<file path="src/rtl/cpmath_io_pkg.sv">
// Shared definitions for the CPU display output path.
//   - FSM state encodings for the display pacing controller
//   - Active-low seven-segment codes (bit6=g ... bit0=a) and the blank code
//   - Width of the five-digit BCD result
//   - seg_encode(): one BCD digit to its segment pattern
package cpmath_io_pkg;

  localparam int BCD_W = 20;

  typedef logic [1:0] state_t;
  localparam state_t ST_IDLE    = 2'd0;
  localparam state_t ST_CONVERT = 2'd1;
  localparam state_t ST_SHOW    = 2'd2;

  localparam logic [6:0] SEG_BLANK = 7'b1111111;
  localparam logic [6:0] SEG_0     = 7'b1000000;
  localparam logic [6:0] SEG_1     = 7'b1111001;
  localparam logic [6:0] SEG_2     = 7'b0100100;
  localparam logic [6:0] SEG_3     = 7'b0110000;
  localparam logic [6:0] SEG_4     = 7'b0011001;
  localparam logic [6:0] SEG_5     = 7'b0010010;
  localparam logic [6:0] SEG_6     = 7'b0000010;
  localparam logic [6:0] SEG_7     = 7'b1111000;
  localparam logic [6:0] SEG_8     = 7'b0000000;
  localparam logic [6:0] SEG_9     = 7'b0010000;

  // Non-decimal nibbles cannot come out of the converter; they map to blank.
  function automatic logic [6:0] seg_encode(input logic [3:0] digit);
    logic [6:0] seg;
    case (digit)
      4'd0:    seg = SEG_0;
      4'd1:    seg = SEG_1;
      4'd2:    seg = SEG_2;
      4'd3:    seg = SEG_3;
      4'd4:    seg = SEG_4;
      4'd5:    seg = SEG_5;
      4'd6:    seg = SEG_6;
      4'd7:    seg = SEG_7;
      4'd8:    seg = SEG_8;
      4'd9:    seg = SEG_9;
      default: seg = SEG_BLANK;
    endcase
    return seg;
  endfunction

endpackage

</file>
<file path="src/rtl/bcd_serial.sv">
// Serial double-dabble converter: 16-bit binary to five BCD digits.
//   clk, n_reset : clock, asynchronous active-low reset
//   start        : load value and begin (takes priority over a running job)
//   value        : binary operand sampled on start
//   done         : high during the cycle whose closing edge performs the
//                  16th shift; bcd carries the final result in that cycle
//   bcd          : next-state BCD register, so the caller can capture the
//                  finished digits on the same edge as the last shift
module bcd_serial
  import cpmath_io_pkg::*;
(
  input  logic             clk,
  input  logic             n_reset,
  input  logic             start,
  input  logic [15:0]      value,
  output logic             done,
  output logic [BCD_W-1:0] bcd
);

  logic [15:0]      bin_q, bin_d;
  logic [BCD_W-1:0] bcd_q, bcd_d, adj_s;
  logic [3:0]       step_q, step_d;
  logic             active_q, active_d;

  // Add-3 correction applied to every nibble >= 5 before the shift.
  always_comb begin
    adj_s = bcd_q;
    for (int i = 0; i < BCD_W / 4; i++) begin
      if (bcd_q[4*i +: 4] >= 4'd5) begin
        adj_s[4*i +: 4] = bcd_q[4*i +: 4] + 4'd3;
      end else begin
        adj_s[4*i +: 4] = bcd_q[4*i +: 4];
      end
    end
  end

  // Load on start, otherwise perform one shift step per cycle while active.
  always_comb begin
    bin_d    = bin_q;
    bcd_d    = bcd_q;
    step_d   = step_q;
    active_d = active_q;
    if (start) begin
      bin_d    = value;
      bcd_d    = {BCD_W{1'b0}};
      step_d   = 4'd0;
      active_d = 1'b1;
    end else if (active_q) begin
      bcd_d  = {adj_s[BCD_W-2:0], bin_q[15]};
      bin_d  = {bin_q[14:0], 1'b0};
      step_d = step_q + 4'd1;
      if (step_q == 4'd15) begin
        active_d = 1'b0;
      end else begin
        active_d = 1'b1;
      end
    end else begin
      active_d = 1'b0;
    end
  end

  // Converter state registers.
  always_ff @(posedge clk or negedge n_reset) begin
    if (!n_reset) begin
      bin_q    <= 16'h0000;
      bcd_q    <= {BCD_W{1'b0}};
      step_q   <= 4'd0;
      active_q <= 1'b0;
    end else begin
      bin_q    <= bin_d;
      bcd_q    <= bcd_d;
      step_q   <= step_d;
      active_q <= active_d;
    end
  end

  assign done = active_q && (step_q == 4'd15);
  assign bcd  = bcd_d;

endmodule

</file>
<file path="src/rtl/saida_buffer.sv">
// CPU result display buffer: queues 16-bit values in a small FIFO, converts
// each to BCD serially and holds it on three seven-segment digits for at
// least HOLD_CYCLES clocks (or until enter is pressed).
//   clk, n_reset                  : clock, asynchronous active-low reset
//   data_in, displayWrite         : push port from the CPU
//   next                          : single-cycle enter pulse, ends a hold
//   display0/1/2                  : units/tens/hundreds, active-low segments
//   ovf                           : shown value exceeds 999
//   full, empty, dropped, busy    : FIFO and controller status
module saida_buffer
  import cpmath_io_pkg::*;
#(
  parameter int DEPTH       = 4,
  parameter int HOLD_CYCLES = 25_000_000
) (
  input  logic        clk,
  input  logic        n_reset,
  input  logic [15:0] data_in,
  input  logic        displayWrite,
  input  logic        next,
  output logic [6:0]  display0,
  output logic [6:0]  display1,
  output logic [6:0]  display2,
  output logic        ovf,
  output logic        full,
  output logic        empty,
  output logic        dropped,
  output logic        busy
);

  localparam int PTR_W = $clog2(DEPTH);
  localparam int CNT_W = PTR_W + 1;
  localparam int TMR_W = $clog2(HOLD_CYCLES);
  localparam logic [CNT_W-1:0] CNT_FULL  = CNT_W'(DEPTH);
  localparam logic [TMR_W-1:0] HOLD_LAST = TMR_W'(HOLD_CYCLES - 1);

  logic [15:0]      mem_q [DEPTH];
  logic [15:0]      mem_d [DEPTH];
  logic [PTR_W-1:0] wr_ptr_q, wr_ptr_d, rd_ptr_q, rd_ptr_d;
  logic [CNT_W-1:0] count_q, count_d;
  logic             full_q, full_d, empty_q, empty_d;
  logic             dropped_q, dropped_d;
  state_t           state_q, state_d;
  logic [TMR_W-1:0] timer_q, timer_d;
  logic [6:0]       seg0_q, seg0_d, seg1_q, seg1_d, seg2_q, seg2_d;
  logic             ovf_q, ovf_d, busy_q, busy_d;

  logic             pop_s, push_ok_s, expired_s, conv_done_s;
  logic [BCD_W-1:0] conv_bcd_s;

  bcd_serial u_bcd (
    .clk     (clk),
    .n_reset (n_reset),
    .start   (pop_s),
    .value   (mem_q[rd_ptr_q]),
    .done    (conv_done_s),
    .bcd     (conv_bcd_s)
  );

  assign expired_s = (timer_q == HOLD_LAST);

  // Display controller: decides when to pop and latches finished digits.
  always_comb begin
    pop_s   = 1'b0;
    state_d = state_q;
    timer_d = timer_q;
    seg0_d  = seg0_q;
    seg1_d  = seg1_q;
    seg2_d  = seg2_q;
    ovf_d   = ovf_q;
    case (state_q)
      ST_IDLE: begin
        if (!empty_q) begin
          pop_s   = 1'b1;
          state_d = ST_CONVERT;
        end else begin
          state_d = ST_IDLE;
        end
      end
      ST_CONVERT: begin
        // Old digits remain visible until the new ones are complete.
        if (conv_done_s) begin
          seg0_d  = seg_encode(conv_bcd_s[3:0]);
          seg1_d  = seg_encode(conv_bcd_s[7:4]);
          seg2_d  = seg_encode(conv_bcd_s[11:8]);
          ovf_d   = |conv_bcd_s[19:12];
          timer_d = {TMR_W{1'b0}};
          state_d = ST_SHOW;
        end else begin
          state_d = ST_CONVERT;
        end
      end
      ST_SHOW: begin
        if (!expired_s) begin
          timer_d = timer_q + TMR_W'(1);
        end else begin
          timer_d = timer_q;
        end
        // With an empty queue, next has no lasting effect; only the
        // saturated timer remembers that the hold has elapsed.
        if (!empty_q && (expired_s || next)) begin
          pop_s   = 1'b1;
          state_d = ST_CONVERT;
        end else begin
          state_d = ST_SHOW;
        end
      end
      default: begin
        state_d = ST_IDLE;
        timer_d = {TMR_W{1'b0}};
        seg0_d  = SEG_BLANK;
        seg1_d  = SEG_BLANK;
        seg2_d  = SEG_BLANK;
        ovf_d   = 1'b0;
      end
    endcase
    busy_d = (state_d == ST_CONVERT);
  end

  // FIFO bookkeeping; a pop in the same cycle frees room for a push at full.
  always_comb begin
    push_ok_s = displayWrite && (!full_q || pop_s);
    mem_d     = mem_q;
    if (push_ok_s) begin
      mem_d[wr_ptr_q] = data_in;
    end else begin
      mem_d[wr_ptr_q] = mem_q[wr_ptr_q];
    end
    wr_ptr_d = push_ok_s ? wr_ptr_q + PTR_W'(1) : wr_ptr_q;
    rd_ptr_d = pop_s     ? rd_ptr_q + PTR_W'(1) : rd_ptr_q;
    case ({push_ok_s, pop_s})
      2'b10:   count_d = count_q + CNT_W'(1);
      2'b01:   count_d = count_q - CNT_W'(1);
      default: count_d = count_q;
    endcase
    full_d    = (count_d == CNT_FULL);
    empty_d   = (count_d == {CNT_W{1'b0}});
    dropped_d = dropped_q | (displayWrite & full_q & ~pop_s);
  end

  // All state registers; reset discards queued data and blanks the display.
  always_ff @(posedge clk or negedge n_reset) begin
    if (!n_reset) begin
      for (int i = 0; i < DEPTH; i++) begin
        mem_q[i] <= 16'h0000;
      end
      wr_ptr_q  <= {PTR_W{1'b0}};
      rd_ptr_q  <= {PTR_W{1'b0}};
      count_q   <= {CNT_W{1'b0}};
      full_q    <= 1'b0;
      empty_q   <= 1'b1;
      dropped_q <= 1'b0;
      state_q   <= ST_IDLE;
      timer_q   <= {TMR_W{1'b0}};
      seg0_q    <= SEG_BLANK;
      seg1_q    <= SEG_BLANK;
      seg2_q    <= SEG_BLANK;
      ovf_q     <= 1'b0;
      busy_q    <= 1'b0;
    end else begin
      mem_q     <= mem_d;
      wr_ptr_q  <= wr_ptr_d;
      rd_ptr_q  <= rd_ptr_d;
      count_q   <= count_d;
      full_q    <= full_d;
      empty_q   <= empty_d;
      dropped_q <= dropped_d;
      state_q   <= state_d;
      timer_q   <= timer_d;
      seg0_q    <= seg0_d;
      seg1_q    <= seg1_d;
      seg2_q    <= seg2_d;
      ovf_q     <= ovf_d;
      busy_q    <= busy_d;
    end
  end

  assign display0 = seg0_q;
  assign display1 = seg1_q;
  assign display2 = seg2_q;
  assign ovf      = ovf_q;
  assign full     = full_q;
  assign empty    = empty_q;
  assign dropped  = dropped_q;
  assign busy     = busy_q;

endmodule
</file>
<file path="config.mk">
export PLATFORM = sky130hd
export DESIGN_NAME = saida_buffer
export DESIGN_NICKNAME = d
export VERILOG_FILES = /design/src/rtl/cpmath_io_pkg.sv /design/src/rtl/bcd_serial.sv /design/src/rtl/saida_buffer.sv
export SDC_FILE = /design/constraint.sdc
export NUM_CORES = 1
export LEC_CHECK = 0
export CORE_MARGIN = 1
export CORE_UTILIZATION = 45
export DETAILED_ROUTE_END_ITERATION = 8
export GPL_ROUTABILITY_DRIVEN = 1
export PLACE_DENSITY_LB_ADDON = 0.15
export SYNTH_ARGS = -nofsm -noshare
export SYNTH_HDL_FRONTEND = slang
export SYNTH_HIERARCHICAL = 1
export SYNTH_SLANG_ARGS = --single-unit
</file>
<file path="constraint.sdc">
create_clock -name clk -period 3.75 [get_ports clk]
set_input_delay 0.75 -clock clk [delete_from_list [all_inputs] [get_ports clk]]
set_output_delay 0.75 -clock clk [all_outputs]
set_load 0.02 [all_outputs]
</file>
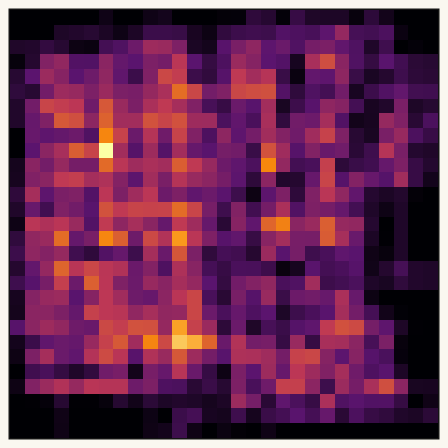
run_1/route_heat.png
The die is cut into 29 by 29 equal tiles; black is low, pale yellow is high, scaled to the fullest tile. Values are wire area over tile area, all layers added.
nearly empty tiles: 11%
tiles over half the peak: 10%
densest ninth of the die: left middle
vias after detailed routing: 7141
Avg WL per Cell: 18.6 um
Global Route Usage Sum: 0.224
routed wire length: 23000 um

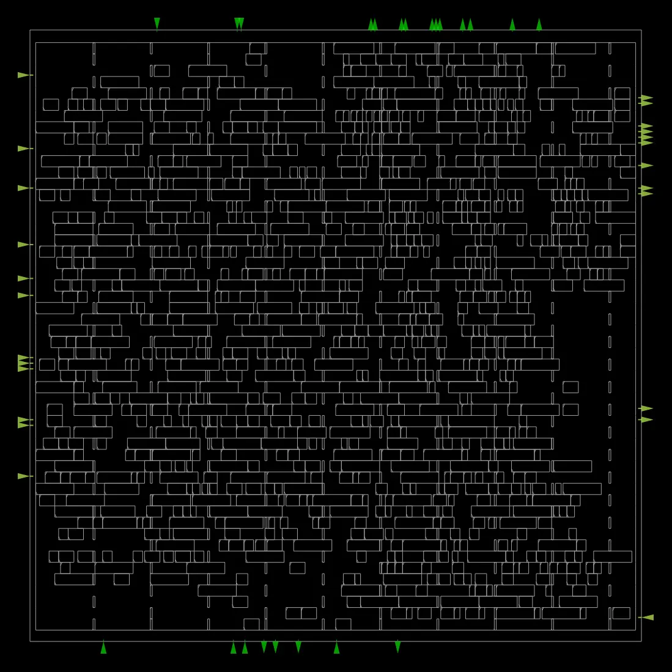
run_1/placed.png
Fill cells: 1861
final non-filler cell total: 1232
Seq/total area: 0.383
Seq cells: 165

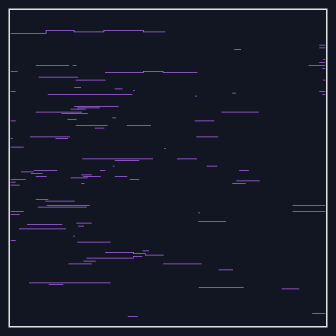
run_1/m3.png
nets with wire on the layer: 62
main direction: horizontal
longest straight run: 39.1 um
share of all routed wire: 4.0%
GR Util met3: 0.0394

==> results.py, run 1 <==
# Metrics from the implementation run
metrics = {
    "run_status": {
        "status": "finished clean",
    },
    "cells_and_area": {
        "clock_buffers": 17,
        "finish.instance_area_sq_um": 10800,
        "area_growth_pct": 14.3,
        "fin_nets": 1002,
        "comb.multi_input.count": 647,
    },
    "logic_synthesis": {
        "simple_gate_area_frac": 0.175,
        "top_area_frac": 0.377,
        "synth-warning-count": 6,
        "postSynthCellCount": 906,
        "synth_flop_count": 165,
        "syn_nets": 959,
        "common_cells": "dfrtp_1 (143), nand2_1 (79), nor2b_1 (72), a221o_1 (64), nor2_1 (61)",
        "yosysTopAreaCell": "dfrtp_1",
        "ys_sh_mux": 0.0994,
        "ys_async_sr_fraction": 1.00,
        "ys_cells": 906,
        "ys_chip_area_sq_um": 9490,
    },
    "critical_path": {
        "path_delay_family": "simple AND/OR/NAND/NOR gates",
        "critPathMaxFanout": 20,
        "regToRegSetupSlack_ns": 0.38,
        "reg2reg_depth": 14,
        "setup.worst_path.start_class": "flip-flop",
        "cp_slowest_cell": "dfrtp_1",
        "path_buffers": 3,
        "end_kind": "flip-flop",
    },
    "floorplan": {
        "die_h_um": 147,
    },
    "power_and_ir_drop": {
        "power_leader": "registers",
        "pwr-share-comb": 0.340,
    },
    "sta": {
        "hold_ws_ns": 0.347,
        "period_used_share": 0.899,
    },
    "global_routing": {
        "antenna_found_initial": 0,
        "grt_pass1_vias": 7233,
    },
    "clock_tree": {
        "cts-hold-fix-buffers": 0,
        "cts_root_buf": "clkbuf_16",
    },
    "flow_run": {
        "warning_count": 46,
        "cap_viol_max_count": 0,
    },
    "detailed_routing": {
        "ant_nets": 0,
        "dr.pass1.iters": 5,
    },
    "placed_design": {
        "post_dp_cell_area_sq_um": 10300,
    },
}
==> run 1: how the worst max path moves through the flow <==
stage	start	endpoint	slack, ns	cells after the start
2_1_floorplan	timer_q[17]	display1[0]	0.43	18
4_1_cts	timer_q[17]	display0[0]	0.33	14
5_1_grt	timer_q[17]	display1[0]	0.06	14
3_5_place_dp	next	display0[1]	0.28	13
6_report	timer_q[17]	display0[0]	0.38	14
3_3_place_gp	next	display0[1]	0.36	13
==> run 1: layer usage <==
metal | global-route usage | wire length, um
met2 | 0.365 | 11200
met5 | 0 | 0
met4 | 0.0794 | 411
met1 | 0.300 | 10500
met3 | 0.0394 | 925
## Run 2: what changed since run 1
ABC_CLOCK_PERIOD_IN_PS = 3750   (was unset)
SKIP_LAST_GASP = 1   (was unset)
TNS_END_PERCENT = 10   (was unset)
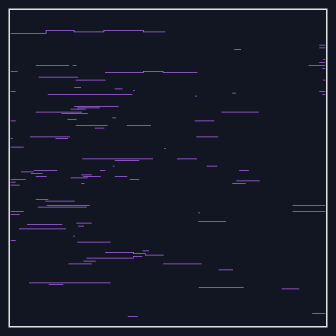
run_2/m3.png
wire length on this layer: 925 um
main direction: horizontal

==> results.py, run 2 <==
# Metrics from the implementation run
metrics = {
    "logic_synthesis": {
        "ys_async_sr_fraction": 1.00,
        "ys_chip_area_sq_um": 9490,
        "top_area_frac": 0.377,
        "synth-warning-count": 6,
        "synth_flop_count": 165,
        "yosysTopAreaCell": "dfrtp_1",
    },
    "cells_and_area": {
        "clock_buffers": 17,
        "comb.multi_input.count": 647,
        "finish.instance_area_sq_um": 10800,
    },
    "detailed_routing": {
        "met2_length_um": 11200,
        "detail_route.wl_per_cell_um": 18.6,
        "drt-met1-wl_um": 10500,
    },
    "critical_path": {
        "crit_start": "timer_q[17]",
        "cp_slowest_cell": "dfrtp_1",
        "end_kind": "flip-flop",
        "reg2reg_depth": 14,
    },
    "placed_design": {
        "post_dp_cell_area_sq_um": 10300,
    },
    "run_status": {
        "status": "finished clean",
    },
    "clock_tree": {
        "cts-hold-fix-buffers": 0,
    },
    "flow_run": {
        "warning_count": 46,
    },
    "global_routing": {
        "busiest_layer": "met2",
    },
}
-- run 2: cell counts in the layout (fill, tap and decap cells not counted) --
No cell type changed its count.
-- run 2: where the power goes --
group	total (mW)	switching, mW	leakage, nW	internal, mW
registers	2.37	0.243	1.96	2.13
clock network	1.69	0.770	0.272	0.918
logic	2.09	1.05	2.26	1.04
total	6.15	2.06	4.50	4.09
-- run 2: cell families after synthesis --
logic type,count (synthesis),synth area share
and+or+nand+nor,309,0.175
DFF,165,0.438
AOI/OAI and AO/OA,226,0.177
muxes,54,0.0994
buffers and inverters,94,0.0430
adders and majority gates,33,0.0443
xor gates and xnor gates,25,0.0231
-- run 2: critical path, delay by kind of cell (launching register included) --
family	cells	cell delay [ns]
flops	1	0.50
buf+inv	3	0.47
simple gates	4	1.13
fa+ha+maj	1	0.17
compound gates	6	1.03
## Run 3: what changed since run 2
ABC_AREA = 0   (was unset)
CELL_PAD_IN_SITES_DETAIL_PLACEMENT = 1   (was unset)
CELL_PAD_IN_SITES_GLOBAL_PLACEMENT = 1   (was unset)
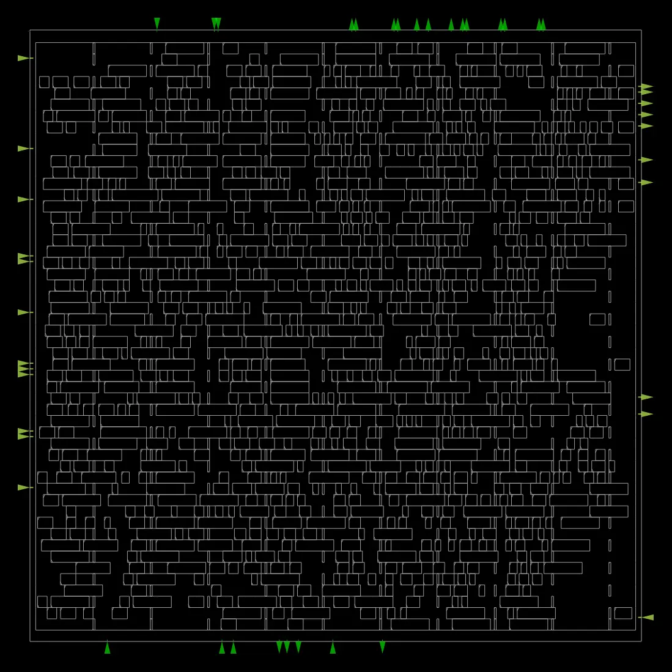
run_3/placed.png
final non-filler cell total: 1230
post-layout util: 0.534
Seq/total area: 0.381
Fill cells: 2235
Core ar.: 20400 sq um

==> results.py, run 3 <==
# Metrics from the implementation run
metrics = {
    "detailed_routing": {
        "ant_nets": 0,
        "dr_total_vias": 7444,
        "wl_um": 26200,
        "detail_route.wl_per_cell_um": 21.3,
    },
    "power_and_ir_drop": {
        "p_clk_mw": 1.88,
        "power_leader": "registers",
        "p_int_mw": 4.26,
        "pwr-share-comb": 0.336,
        "switchingPower_mw": 2.14,
        "power_frac_seq": 0.370,
        "power_frac_clock": 0.294,
        "powerComb_mw": 2.15,
        "seq_power_mw": 2.37,
    },
    "logic_synthesis": {
        "ys_sh_mux": 0.0994,
        "top_area_frac": 0.377,
        "postSynthCellCount": 906,
        "logic_family": "AND-OR/OR-AND gates",
        "synth_flop_count": 165,
        "xor_area_frac": 0.0231,
        "adder_share": 0.0443,
        "ys_sh_aoi": 0.177,
        "ys_async_sr_fraction": 1.00,
        "synth-warning-count": 6,
        "yosysTopAreaCell": "dfrtp_1",
        "syn_nets": 959,
    },
    "clock_tree": {
        "cts-hold-fix-buffers": 0,
    },
    "placed_design": {
        "hpwl_um": 17000,
        "place_ws_ns": 0.249,
        "numPlacedInstances": 1198,
        "post_dp_cell_area_sq_um": 10300,
    },
    "flow_run": {
        "warning_count": 46,
        "cap_viol_max_count": 0,
    },
    "critical_path": {
        "setup.worst_path.start_class": "flip-flop",
        "regToRegSetupSlack_ns": 0.35,
        "crit_start": "timer_q[17]",
        "endpoint": "display1[0]",
        "path_buffers": 3,
        "reg2reg_depth": 14,
        "cp_slowest_cell": "dfrtp_1",
        "end_kind": "flip-flop",
    },
    "global_routing": {
        "antenna_found_initial": 0,
        "grt_pass1_vias": 8308,
        "grt_use_total": 0.255,
    },
    "cells_and_area": {
        "most-common-layout-cells": "dfrtp_1 (142), nand2_1 (79), nor2b_1 (72)",
        "fin_nets": 1000,
        "area_growth_pct": 15.1,
        "finish.instance_area_sq_um": 10900,
    },
    "sta": {
        "period_used_share": 0.905,
    },
    "run_status": {
        "status": "finished clean",
    },
    "floorplan": {
        "die_h_um": 147,
    },
}
## run 3: area by class of cell
type	instances	share of cell area
Clock buffer	18	0.0402
Clock inverter	14	0.0171
Tap cell	270	0.0309
Inverter	38	0.0131
Timing Repair Buffer	78	0.0663
Sequential cell	165	0.381
Multi-Input combinational cell	647	0.452
## run 3: logic make-up after synthesis
family / count (synthesis)
adder cells (fa/ha/maj): 33
buffers and inverters: 94
XOR/XNOR: 25
AND/OR/NAND/NOR: 309
multiplexers: 54
flip-flops: 165
AND-OR/OR-AND: 226
## run 3: layer usage
| layer | GRT usage | wire [um] |
|---|---|---|
| met3 | 0.0410 | 751 |
| met5 | 0 | 0 |
| met1 | 0.296 | 10600 |
| met4 | 0.0964 | 539 |
| met2 | 0.470 | 14200 |
Power figures rest on the tool's default switching activity, not on a simulated workload.
